<file path="src/rtl/ab_seq_pkg.sv">
// Shared types and helpers for the A/B sequence transmitter.
package ab_seq_pkg;

  typedef enum logic [1:0] {
    ST_IDLE = 2'd0,
    ST_SEND = 2'd1,
    ST_GAP  = 2'd2
  } state_t;

  // Field order is {A,B}.
  typedef logic [1:0] sym_t;

  localparam sym_t SYM_IDLE = 2'b00;

  // Bits needed for a down-counter that holds 0..n-1 (at least one bit).
  function automatic int cnt_w(input int n);
    return (n <= 2) ? 1 : $clog2(n);
  endfunction

endpackage

</file>
<file path="src/rtl/ab_sym_timer.sv">
// Loadable down-counter that saturates at zero; tc flags the terminal count.
module ab_sym_timer #(
  parameter int W = 1
) (
  input  logic         clk,
  input  logic         reset,
  input  logic         load,
  input  logic         en,
  input  logic [W-1:0] load_val,
  output logic         tc
);

  logic [W-1:0] cnt_q;

  always_ff @(posedge clk or posedge reset) begin
    if (reset) begin
      cnt_q <= '0;
    end else if (load) begin
      cnt_q <= load_val;
    end else if (en && (cnt_q != '0)) begin
      cnt_q <= cnt_q - W'(1);
    end
  end

  assign tc = (cnt_q == '0);

endmodule

</file>
<file path="src/rtl/ab_seq_tx.sv">
// Frame-to-serial A/B symbol transmitter: per-symbol hold, trailing idle gap,
// done pulse, synchronous abort.
module ab_seq_tx
  import ab_seq_pkg::*;
#(
  parameter int NSYM = 8,
  parameter int HOLD = 1,
  parameter int GAP  = 2
) (
  input  logic                      clk,
  input  logic                      reset,
  input  logic                      in_valid,
  output logic                      in_ready,
  input  logic [2*NSYM-1:0]         in_frame,
  input  logic [$clog2(NSYM+1)-1:0] in_len,
  input  logic                      abort,
  output logic                      A,
  output logic                      B,
  output logic                      busy,
  output logic                      done
);

  localparam int LW     = $clog2(NSYM+1);
  localparam int HW     = cnt_w(HOLD);
  localparam int GW     = cnt_w(GAP);
  localparam int GAP_LD = (GAP > 0) ? GAP - 1 : 0;
  localparam state_t POST_SEND = (GAP > 0) ? ST_GAP : ST_IDLE;

  state_t            state_q, state_d;
  sym_t              ab_q, ab_d;
  logic              done_q, done_d;
  logic [LW-1:0]     len_q, len_d, cnt_q, cnt_d, cnt_nxt, len_c;
  logic [2*NSYM-1:0] shift_q, shift_d;
  logic              accept, adv, last, hold_tc, gap_tc, hold_load, gap_load;

  assign len_c     = (in_len > LW'(NSYM)) ? LW'(NSYM) : in_len;
  assign accept    = (state_q == ST_IDLE) && in_valid && !abort;
  assign adv       = (state_q == ST_SEND) && !abort && hold_tc;
  assign cnt_nxt   = cnt_q + LW'(1);
  assign last      = (cnt_nxt == len_q);
  assign hold_load = accept || (adv && !last);
  assign gap_load  = (accept && (len_c == '0)) || (adv && last);

  ab_sym_timer #(.W(HW)) u_hold (
    .clk      (clk),
    .reset    (reset),
    .load     (hold_load),
    .en       (state_q == ST_SEND),
    .load_val (HW'(HOLD - 1)),
    .tc       (hold_tc)
  );

  ab_sym_timer #(.W(GW)) u_gap (
    .clk      (clk),
    .reset    (reset),
    .load     (gap_load),
    .en       (state_q == ST_GAP),
    .load_val (GW'(GAP_LD)),
    .tc       (gap_tc)
  );

  always_ff @(posedge clk or posedge reset) begin
    if (reset) begin
      state_q <= ST_IDLE;
      ab_q    <= SYM_IDLE;
      done_q  <= 1'b0;
      len_q   <= '0;
      cnt_q   <= '0;
    end else begin
      state_q <= state_d;
      ab_q    <= ab_d;
      done_q  <= done_d;
      len_q   <= len_d;
      cnt_q   <= cnt_d;
    end
  end

  // Frame payload only; its contents are meaningless outside SEND.
  always_ff @(posedge clk) begin
    shift_q <= shift_d;
  end

  always_comb begin
    state_d = state_q;
    unique case (state_q)
      ST_IDLE: begin
        if (accept) state_d = (len_c == '0) ? POST_SEND : ST_SEND;
      end
      ST_SEND: begin
        if (abort)             state_d = ST_IDLE;
        else if (hold_tc && last) state_d = POST_SEND;
      end
      ST_GAP: begin
        if (abort || gap_tc) state_d = ST_IDLE;
      end
      default: state_d = ST_IDLE;
    endcase
  end

  always_comb begin
    ab_d    = SYM_IDLE;
    done_d  = 1'b0;
    len_d   = len_q;
    cnt_d   = cnt_q;
    shift_d = shift_q;
    if (accept) begin
      len_d   = len_c;
      cnt_d   = '0;
      shift_d = in_frame >> 2;
      if (len_c != '0) ab_d = in_frame[1:0];
      else             done_d = (GAP == 0);
    end else if ((state_q == ST_SEND) && !abort) begin
      if (!hold_tc) begin
        ab_d = ab_q;
      end else if (!last) begin
        ab_d    = shift_q[1:0];
        shift_d = shift_q >> 2;
        cnt_d   = cnt_nxt;
      end else begin
        done_d = (GAP == 0);
      end
    end else if ((state_q == ST_GAP) && !abort && gap_tc) begin
      done_d = 1'b1;
    end
  end

  assign in_ready = (state_q == ST_IDLE);
  assign busy     = (state_q != ST_IDLE);
  assign A        = ab_q[1];
  assign B        = ab_q[0];
  assign done     = done_q;

endmodule
</file>
<file path="config.mk">
export PLATFORM = sky130hd
export DESIGN_NAME = ab_seq_tx
export DESIGN_NICKNAME = d
export VERILOG_FILES = /design/src/rtl/ab_seq_pkg.sv /design/src/rtl/ab_sym_timer.sv /design/src/rtl/ab_seq_tx.sv
export SDC_FILE = /design/constraint.sdc
export NUM_CORES = 1
export LEC_CHECK = 0
export CORE_ASPECT_RATIO = 1.75
export CORE_MARGIN = 5
export CORE_UTILIZATION = 45
export CTS_CLUSTER_DIAMETER = 120
export DETAILED_ROUTE_END_ITERATION = 10
export PLACE_DENSITY = 0.71
export RECOVER_POWER = 50
export SYNTH_ARGS = -nofsm -noshare
export SYNTH_HDL_FRONTEND = slang
export SYNTH_SLANG_ARGS = --single-unit
export TNS_END_PERCENT = 100
</file>
<file path="constraint.sdc">
create_clock -name clk -period 3.51 [get_ports clk]
set_input_delay 0.5265 -clock clk [delete_from_list [all_inputs] [get_ports clk]]
set_output_delay 0.5265 -clock clk [all_outputs]
set_load 0.01 [all_outputs]
</file>
Fig. 1: run 1, M1 wires
The bar under the picture is 20 um long.
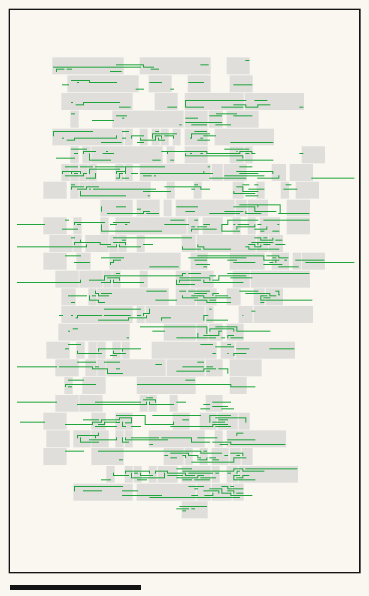
nets with wire on the layer: 178
longest straight run: 15.7 um

Fig. 2: run 1, the metal 2 layer
The bar under the picture is 20 um long.
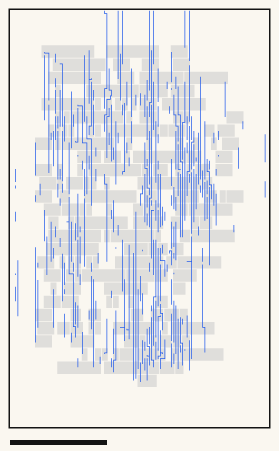
longest straight run: 34.3 um
wire length on this layer: 1690 um
main direction: vertical
share of all routed wire: 53%
nets with wire on the layer: 170

Fig. 3: run 1, signal wires on met3
The bar under the picture is 20 um long.
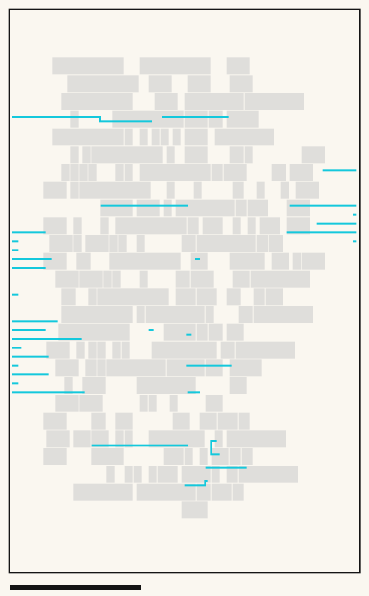
main direction: horizontal
nets with wire on the layer: 26

Fig. 4: run 1, I/O pins on the die edge
The bar under the picture is 20 um long. Pins as bars across the die edge, other pins in gray.
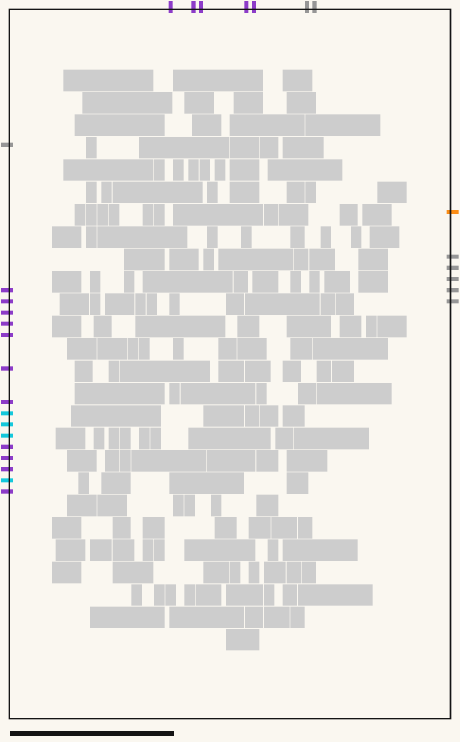
legend:
  cyan:
    port: in_len
    pins: 4
    direction: input
    edge: west
  orange:
    port: done
    pins: 1
    direction: output
    edge: east
  purple:
    port: in_frame
    pins: 16
    direction: input
    edge: 11 west, 5 north

[run 1: per-layer routing]
layer | vias up | wire (um)
met2 | 35 | 1690
met1 | 564 | 1240
met3 | 10 | 176
li1 | 581 | -
met5 | - | 0
met4 | 0 | 102
[run 1: cells by family after synthesis]
group / Yosys count / share of synthesized area, %
adder cells (fa/ha/maj): 1 / 0.840
XOR/XNOR: 5 / 5.71
buffers and inverters: 10 / 2.77
flip-flops: 29 / 53.4
AND-OR/OR-AND: 21 / 10.3
AND/OR/NAND/NOR: 79 / 27.0
[run 1: where the power goes]
group          switching (W)  internal [W]  total, W  leakage, nW
registers          0.0000634      0.000469  0.000532        0.332
logic               0.000231      0.000197  0.000429        0.446
clock network       0.000132      0.000136  0.000268       0.0439
total               0.000426      0.000802   0.00123        0.823
[run 1: cell usage in the layout (no fill, tap or decap), types with 2 or more instances in the layout]
cell type	synthesis	layout
inv_1	5	5
dfrtp_1	15	15
or2_2	2	2
or4_1	3	3
a221o_1	2	2
dlygate4sd3_1	0	5
a22oi_1	2	2
edfxtp_1	14	14
nor3_1	2	2
or3_1	2	2
buf_4	0	2
o21ai_0	5	6
and3_1	4	4
clkbuf_8	0	5
nand3b_1	3	3
nand3_1	2	2
nand2_1	49	49
clkinv_2	0	2
nor2_1	2	2
clkdlybuf4s50_1	0	23
[run 1: cell usage after synthesis (all sizes together), types with 3 or more instances]
cell type and n:
nand2 49, dfrtp 15, edfxtp 14, o21ai 6
and3 5, inv 5, buf 3, nand3b 3
or4 3, xnor2 3
[run 1: worst max-delay path, delay by kind of cell]
kind          cells  cell delay, ns
buf+inv           2            1.39
simple gates      2            0.77
[run 1: state kept, by name, summed over array words and instances (netlist names)]
register	flops
ab_q	2
cnt_q	4
done	1
len_q	4
shift_q	14
state_q	2
u_gap.cnt_q	1
u_hold.cnt_q	1
==> impl_metrics.tcl, run 1 <==
# yosys + openroad results
set metrics [dict create \
    drive_gt1_share_pct 10.1 \
    placed_cells 214 \
    grt_use_total_pct 16.6 \
    nonClockBufferCount 31 \
    flop_area_um2 796 \
    clk_share_pct 4.55 \
    grt_pass1_vias 1254 \
    postCtsSetupBuffers 0 \
    required_ns 3.47 \
    met2_usage_pct 28.0 \
    dominant_cells "flip-flops and latches" \
    cts_tree "done" \
    area_growth_pct 27.3 \
    synth_nets 170 \
    holdPathStages 1 \
    vias 1190 \
    n_antenna_cell 0 \
    power_density_nw_per_um2 648 \
    cp_slowest_cell "clkbuf_1" \
    rrSetupSlack_ns 1.16 \
    worstSetupStartpointType "input pin" \
    status "finished, final reports clean" \
    nonClkBufAreaFrac_pct 15.8 \
    use_met1_pct 16.8 \
    finalPower_w 0.00123 \
    die_area_um2 4600 \
    top_area_cell "edfxtp_1" \
    r2r-end "shift_q[2]" \
    syn-cell-area_um2 1490 \
    die_x_um 53.5 \
    htreeDepth 2 \
    timing.rr.start "state_q[1]" \
    min_from "u_gap.cnt_q" \
    hpwl_mm 2.37 \
    tap_cells 43 \
    ys.flops 29 \
    skew_ns 0.00500 \
    synth_top_flop_cell "dfrtp_1" \
    rr_worst_depth 3 \
    gp_congestion 0.815 \
    tightestPinTransition_ns 0.966 \
    ctsHoldBuffers 0 \
    dp_slack_ns 1.11 \
    comb_area_um2 642 \
    cp.arrival_ns 2.68 \
    post_dp_cell_area_um2 1820 \
    drv_cap 0 \
    port_buffers 28 \
    core_um2 3180 \
    nNonClkInverters 5 \
    slew_viol_final 0 \
    clock-sinks 29 \
    finalWirelength_mm 3.21 \
    worstSetupPathType "input pin to register" \
    grtUsageMet3_pct 5.04 \
    rows 27 \
    yosysChipArea_um2 1490 \
    root_buffer "clkbuf_8" \
    cellLeakagePower_nw 0.823 \
    finalNonFillerCells 222 \
    grt_overflow 0 \
    die_h_um 86.1 \
]
==> run 2, diff against run 1 <==
Clock period 3.51 ns to 2.85 ns, I/O delays scaled along.
Fig. 5: run 2, signal wires on met3
The bar under the picture is 20 um long.
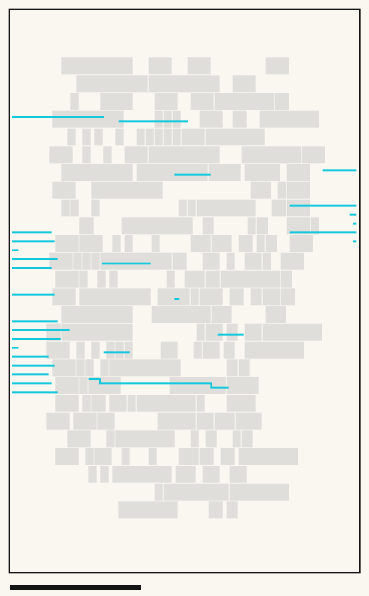
nets with wire on the layer: 25
wire length on this layer: 176 um
longest straight run: 17.0 um

Fig. 6: run 2, I/O pins on the die edge
The bar under the picture is 20 um long. Pins as bars across the die edge, other pins in gray.
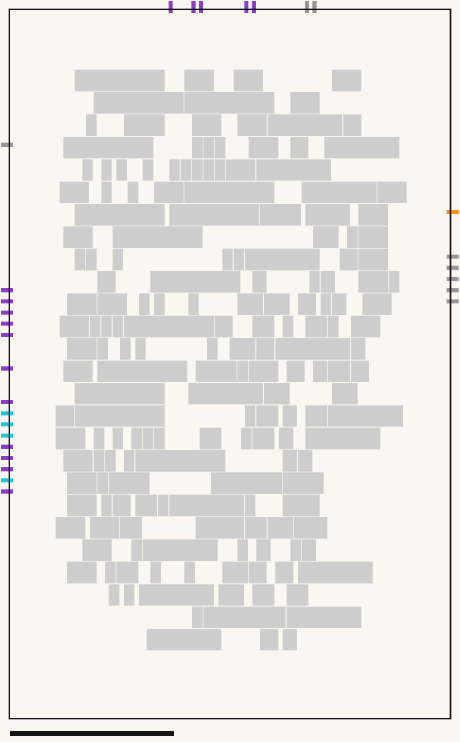
legend:
  cyan:
    port: in_len
    pins: 4
    direction: input
    edge: west
  orange:
    port: done
    pins: 1
    direction: output
    edge: east
  purple:
    port: in_frame
    pins: 16
    direction: input
    edge: 11 west, 5 north
all pins by edge: 16 west, 7 north, 6 east

Fig. 7: run 2, the metal 2 layer
The bar under the picture is 20 um long.
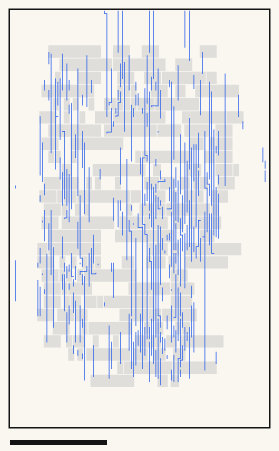
total number of vias: 1179
GR Util met2: 28.7%
WL final: 3.24 mm

==> run 2 against run 1 <==
Net effect: flip-flop count did not move; count of clock-buffer cells in the layout is 2 higher; non-clock buffer count grew 1; routed wire length rose by 1.1%; clock skew fell by 0.00058 ns; first-iteration DRC count is 2.3% lower; clock power grew 19%; hold slack lost 0.0027 ns; final area is essentially flat; synthesized cell count unchanged; combinational power up 25%; sequential share of layout area is essentially flat; largest cell class unchanged.
==> impl_metrics.tcl, run 2 <==
# yosys + openroad results
set metrics [dict create \
    root_buffer "clkbuf_8" \
    hpwl_mm 2.43 \
    largestRegisters "shift_q x14, cnt_q x4, len_q x4" \
    skew_ns 0.00442 \
    worstSetupPathType "input pin to register" \
    crit_family "simple AND/OR/NAND/NOR gates" \
    ys.flops 29 \
    n_antenna_cell 0 \
    most-common-layout-cells "49 x nand2_1, 23 x clkdlybuf4s50_1, 15 x dfrtp_1" \
    aoi_share_pct 10.3 \
    grt_overflow 0 \
    clock-sinks 29 \
    largest_reg_flops 14 \
    die_x_um 53.5 \
    gp_congestion 0.852 \
    cts_tree "done" \
    rows 27 \
    die_area_um2 4600 \
    yosysChipArea_um2 1490 \
    synth_nets 170 \
    synth.cellmix.simpleShare_pct 27.0 \
    grt_pass1_vias 1186 \
    ys_sh_adder_pct 0.840 \
    most_common_cell "nand2_1" \
    timing.rr.start "cnt_q[0]" \
    cellLeakagePower_nw 0.822 \
    tightestPinTransition_ns 0.725 \
    lay_top_count "nand2_1" \
    drive_gt1_share_pct 8.89 \
    ctsHoldBuffers 0 \
    yosys-top-cells-count "49 x nand2_1, 15 x dfrtp_1, 14 x edfxtp_1" \
    die_h_um 86.1 \
    ys_sh_xor_pct 5.71 \
    slew_viol_final 0 \
    dr_wl_met2_mm 1.76 \
    path_depth 5 \
    cp_slowest_cell "or4b_1" \
    postCtsSetupBuffers 0 \
    top_layer "met4" \
    rr_worst_depth 5 \
    drv_cap 0 \
    htreeDepth 2 \
    cp.arrival_ns 2.55 \
    required_ns 3.00 \
    regMostFlops "shift_q" \
    grt_use_total_pct 16.1 \
    wl_met1_mm 1.25 \
    status "finished, final reports clean" \
    synth_top_flop_cell "dfrtp_1" \
    rrSetupSlack_ns 0.61 \
    dr_wl_met3_um 175 \
    area_growth_pct 27.2 \
]
-- run 2: cell counts after synthesis --
No cell type changed its count.
-- run 2: power breakdown --
part	internal (W)	switching [W]	leakage, nW	total, W
combinational	0.000244	0.000293	0.448	0.000537
sequential	0.000577	0.0000772	0.332	0.000654
clock	0.000171	0.000147	0.0422	0.000318
total	0.000992	0.000517	0.822	0.00151
-- run 2: area by class of cell --
type | instances | area (um^2)
clock buffers | 7 | 76.3
repair buffers | 32 | 303
multi-input cells | 106 | 642
well taps | 43 | 53.8
clock inverters | 1 | 5.00
inverters | 5 | 18.8
flip-flops and latches | 29 | 796
fillers | 305 | 1280
-- run 2: routing by layer --
layer,track usage (%),up-vias
met5,0,-
met2,28.7,31
met3,5.04,7
met4,6.98,0
li1,-,583
met1,16.2,558
-- run 2: worst min-delay path by stage --
stage / from / end / slack [ns] / cells past startpoint
finish: shift_q[1] / ab_q[1] / 0.48 / 1
floorplan: reset / ab_q[0] / 0.33 / 1
global placement: shift_q[0] / ab_q[0] / 0.47 / 1
CTS: shift_q[1] / ab_q[1] / 0.49 / 1
detailed placement: shift_q[1] / ab_q[1] / 0.48 / 1
global route: shift_q[0] / ab_q[0] / 0.50 / 1
-- run 2: metrics by stage --
step | power, W | hold WS, ns | instance area, um^2 | std cells | worst slack, ns
2_1_floorplan | 0.00103 | 0.329 | 1490 | 145 | 0.866
3_3_place_gp | 0.00118 | 0.469 | 1830 | 215 | 0.582
3_5_place_dp | 0.00121 | 0.480 | 1830 | 215 | 0.509
4_1_cts | 0.00153 | 0.487 | 1910 | 223 | 0.636
5_1_grt | 0.00160 | 0.499 | 1890 | 223 | 0.306
6_report | 0.00151 | 0.482 | 1890 | 223 | 0.455
==> run 3, diff against run 2 <==
Settings changed: PLACE_DENSITY 0.71 to 0.74.
Clock period 2.85 ns to 2.2 ns, I/O delays scaled along.
Fig. 8: run 3, I/O pins on the die edge
The bar under the picture is 20 um long. Pins as bars across the die edge, other pins in gray.
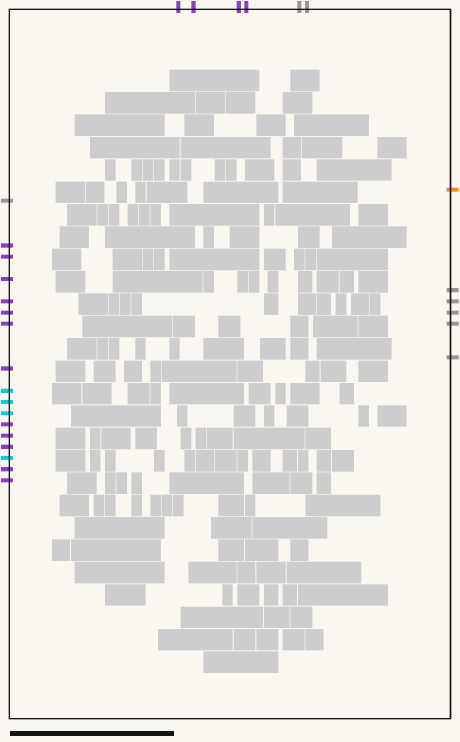
Die W: 53.5 um
Vert. Die Dim: 86.1 um
port bufs: 28

Fig. 9: run 3, M1 wires
The bar under the picture is 20 um long.
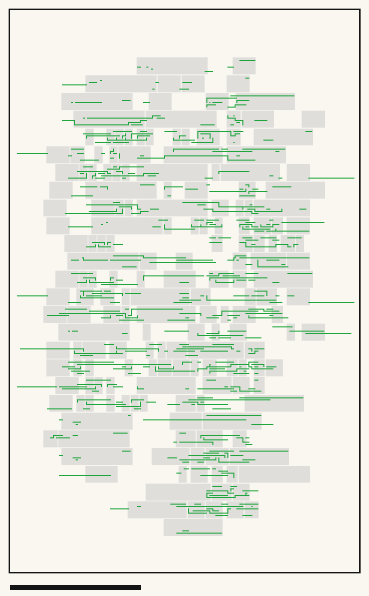
main direction: horizontal
share of all routed wire: 35%
nets with wire on the layer: 187
wire length on this layer: 1160 um
longest straight run: 15.6 um

==> run 3 against run 2 <==
Net effect: worst setup slack got worse by 0.29 ns; first-iteration DRC count is 37% lower; clock power is 65% higher; register-to-register slack lost 0.42 ns; final area is 4.5% higher; largest power group unchanged.
==> impl_metrics.tcl, run 3 <==
# yosys + openroad results
set metrics [dict create \
    status "finished, final reports clean" \
    top_area_cell "edfxtp_1" \
    drive_gt1_share_pct 12.4 \
    die_area_um2 4600 \
    floorplan.core_util_pct 46.9 \
    yosys-top-cells-count "49 x nand2_1, 15 x dfrtp_1, 14 x edfxtp_1" \
    hpwl_mm 2.64 \
    largestRegisters "shift_q x14, cnt_q x4, len_q x4" \
    area_growth_pct 32.9 \
    power_leader "sequential cells" \
    ys_sh_xor_pct 5.71 \
    postCtsSetupBuffers 0 \
    use_met1_pct 15.0 \
    gp_congestion 0.912 \
    most-common-layout-cells "49 x nand2_1, 23 x clkdlybuf4s50_1, 15 x dfrtp_1" \
    cts_buffers 5 \
    finalCritPeriodShare_pct 92.6 \
    grt_use_total_pct 16.5 \
    rsz0062_at_grt "false" \
    p_int_w 0.00146 \
    synthTopCellsByArea "edfxtp_1 28%, dfrtp_1 25%, nand2_1 12%" \
    htreeDepth 2 \
    clock-sinks 29 \
    yosysChipArea_um2 1490 \
    layout_setup_ws_ns 0.162 \
    aoi_share_pct 10.3 \
    powerComb_w 0.000778 \
    ir_worst_vdd_mv 0.733 \
    skew_ns 0.00444 \
    switchingPower_w 0.000700 \
    p_seq_share_pct 39.5 \
    met2_usage_pct 29.1 \
    vias 1228 \
    cellLeakagePower_nw 0.870 \
    ys_sh_adder_pct 0.840 \
    ctsHoldBuffers 0 \
    root_buffer "clkbuf_8" \
    grt_pass1_vias 1341 \
    endpoint_kind "output pin" \
    worst-path-max-fanout 9 \
    cts_tree "done" \
    layout_min_cycle_time_ns 2.04 \
    power_density_nw_per_um2 1090 \
    swShare_pct 32.5 \
    finalPower_w 0.00216 \
    crit_family "buffers and inverters" \
    largest_reg_flops 14 \
    synthArstFlopShare_pct 51.7 \
    post_dp_cell_area_um2 1880 \
    clk_latency_ns 0.28 \
    slew_viol_final 0 \
    tightestPinTransition_ns 0.602 \
    grt_overflow 0 \
    p_clk_share_pct 24.4 \
    seq-power_w 0.000852 \
    synth_nets 170 \
    required_ns 1.87 \
    grt_pass1_wl_mm 5.54 \
    finalWirelength_mm 3.34 \
    most_common_cell "nand2_1" \
    synth.cellmix.simpleShare_pct 27.0 \
    setup_viol 0 \
    p_comb_share_pct 36.1 \
    warning_count 26 \
    worstSetupPathType "register to output pin" \
    synth_top_flop_cell "dfrtp_1" \
    grtUsageMet3_pct 5.22 \
    rows 27 \
    cp_slowest_cell "clkdlybuf4s50_1" \
    cts_resized 0 \
    dp_slack_ns 0.0793 \
    mux_area_share_pct 0 \
    fin_setup_tns_ns 0 \
    cp.arrival_ns 1.71 \
    ys.flops 29 \
    powerClk_w 0.000526 \
    drc 0 \
    drv_cap 0 \
    top_usage_layer "met2" \
    final_area_um2 1980 \
    lay_top_count "nand2_1" \
    n_antenna_cell 0 \
    regMostFlops "shift_q" \
]
Fig. 10: run 3, signal wires on met3
The bar under the picture is 20 um long.
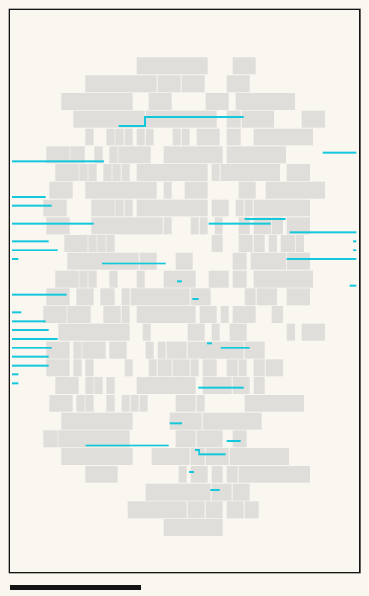
longest straight run: 14.9 um
wire length on this layer: 198 um
main direction: horizontal
share of all routed wire: 5.9%

-- run 3: stage by stage --
stage,hold WS (ns),std cells
5_1_grt,0.498,229
2_1_floorplan,0.231,145
3_3_place_gp,0.460,221
3_5_place_dp,0.475,221
4_1_cts,0.436,229
6_report,0.486,229
-- run 3: final timing paths --
| path | depth (start not counted) | startpoint | slack (ns) | to |
|---|---|---|---|---|
| min reg2reg | 1 | shift_q[0] | 0.49 | ab_q[0] |
| min | 1 | shift_q[0] | 0.49 | ab_q[0] |
| max in group asynchronous | 2 | reset | 1.25 | cnt_q[3] |
| max reg2reg | 5 | cnt_q[0] | 0.19 | shift_q[3] |
| min in group asynchronous | 2 | reset | 0.56 | state_q[1] |
| max | 3 | state_q[1] | 0.16 | in_ready |
-- run 3: kinds of logic after synthesis --
family | count (synthesis)
simple gates | 79
flops | 29
compound gates | 21
buf+inv | 10
xor+xnor | 5
fa+ha+maj | 1
-- run 3: cell type report --
type                            instances  area (um^2)
Clock buffer                            6         72.6
Inverter                                5         18.8
Clock inverter                          2         33.8
Timing Repair Buffer                   38          348
Multi-Input combinational cell        106          657
Tap cell                               43         53.8
Sequential cell                        29          796
Fill cell                             283         1200
-- run 3: worst reg2reg max path, stage by stage (launching register included) --
cell and delay (ns):
dfrtp_1 0.45, ha_1 0.35, xnor2_1 0.14, nand2_1 0.09, o31a_1 0.26, or2_2 0.43
-- run 3: metal layers --
| layer | share of wire (%) | wire, um |
|---|---|---|
| met1 | 35 | 1160 |
| met3 | 5.9 | 198 |
| met2 | 56 | 1860 |
| met4 | 3.6 | 121 |
| met5 | 0 | 0 |
Power figures rest on the tool's default switching activity, not on a simulated workload.
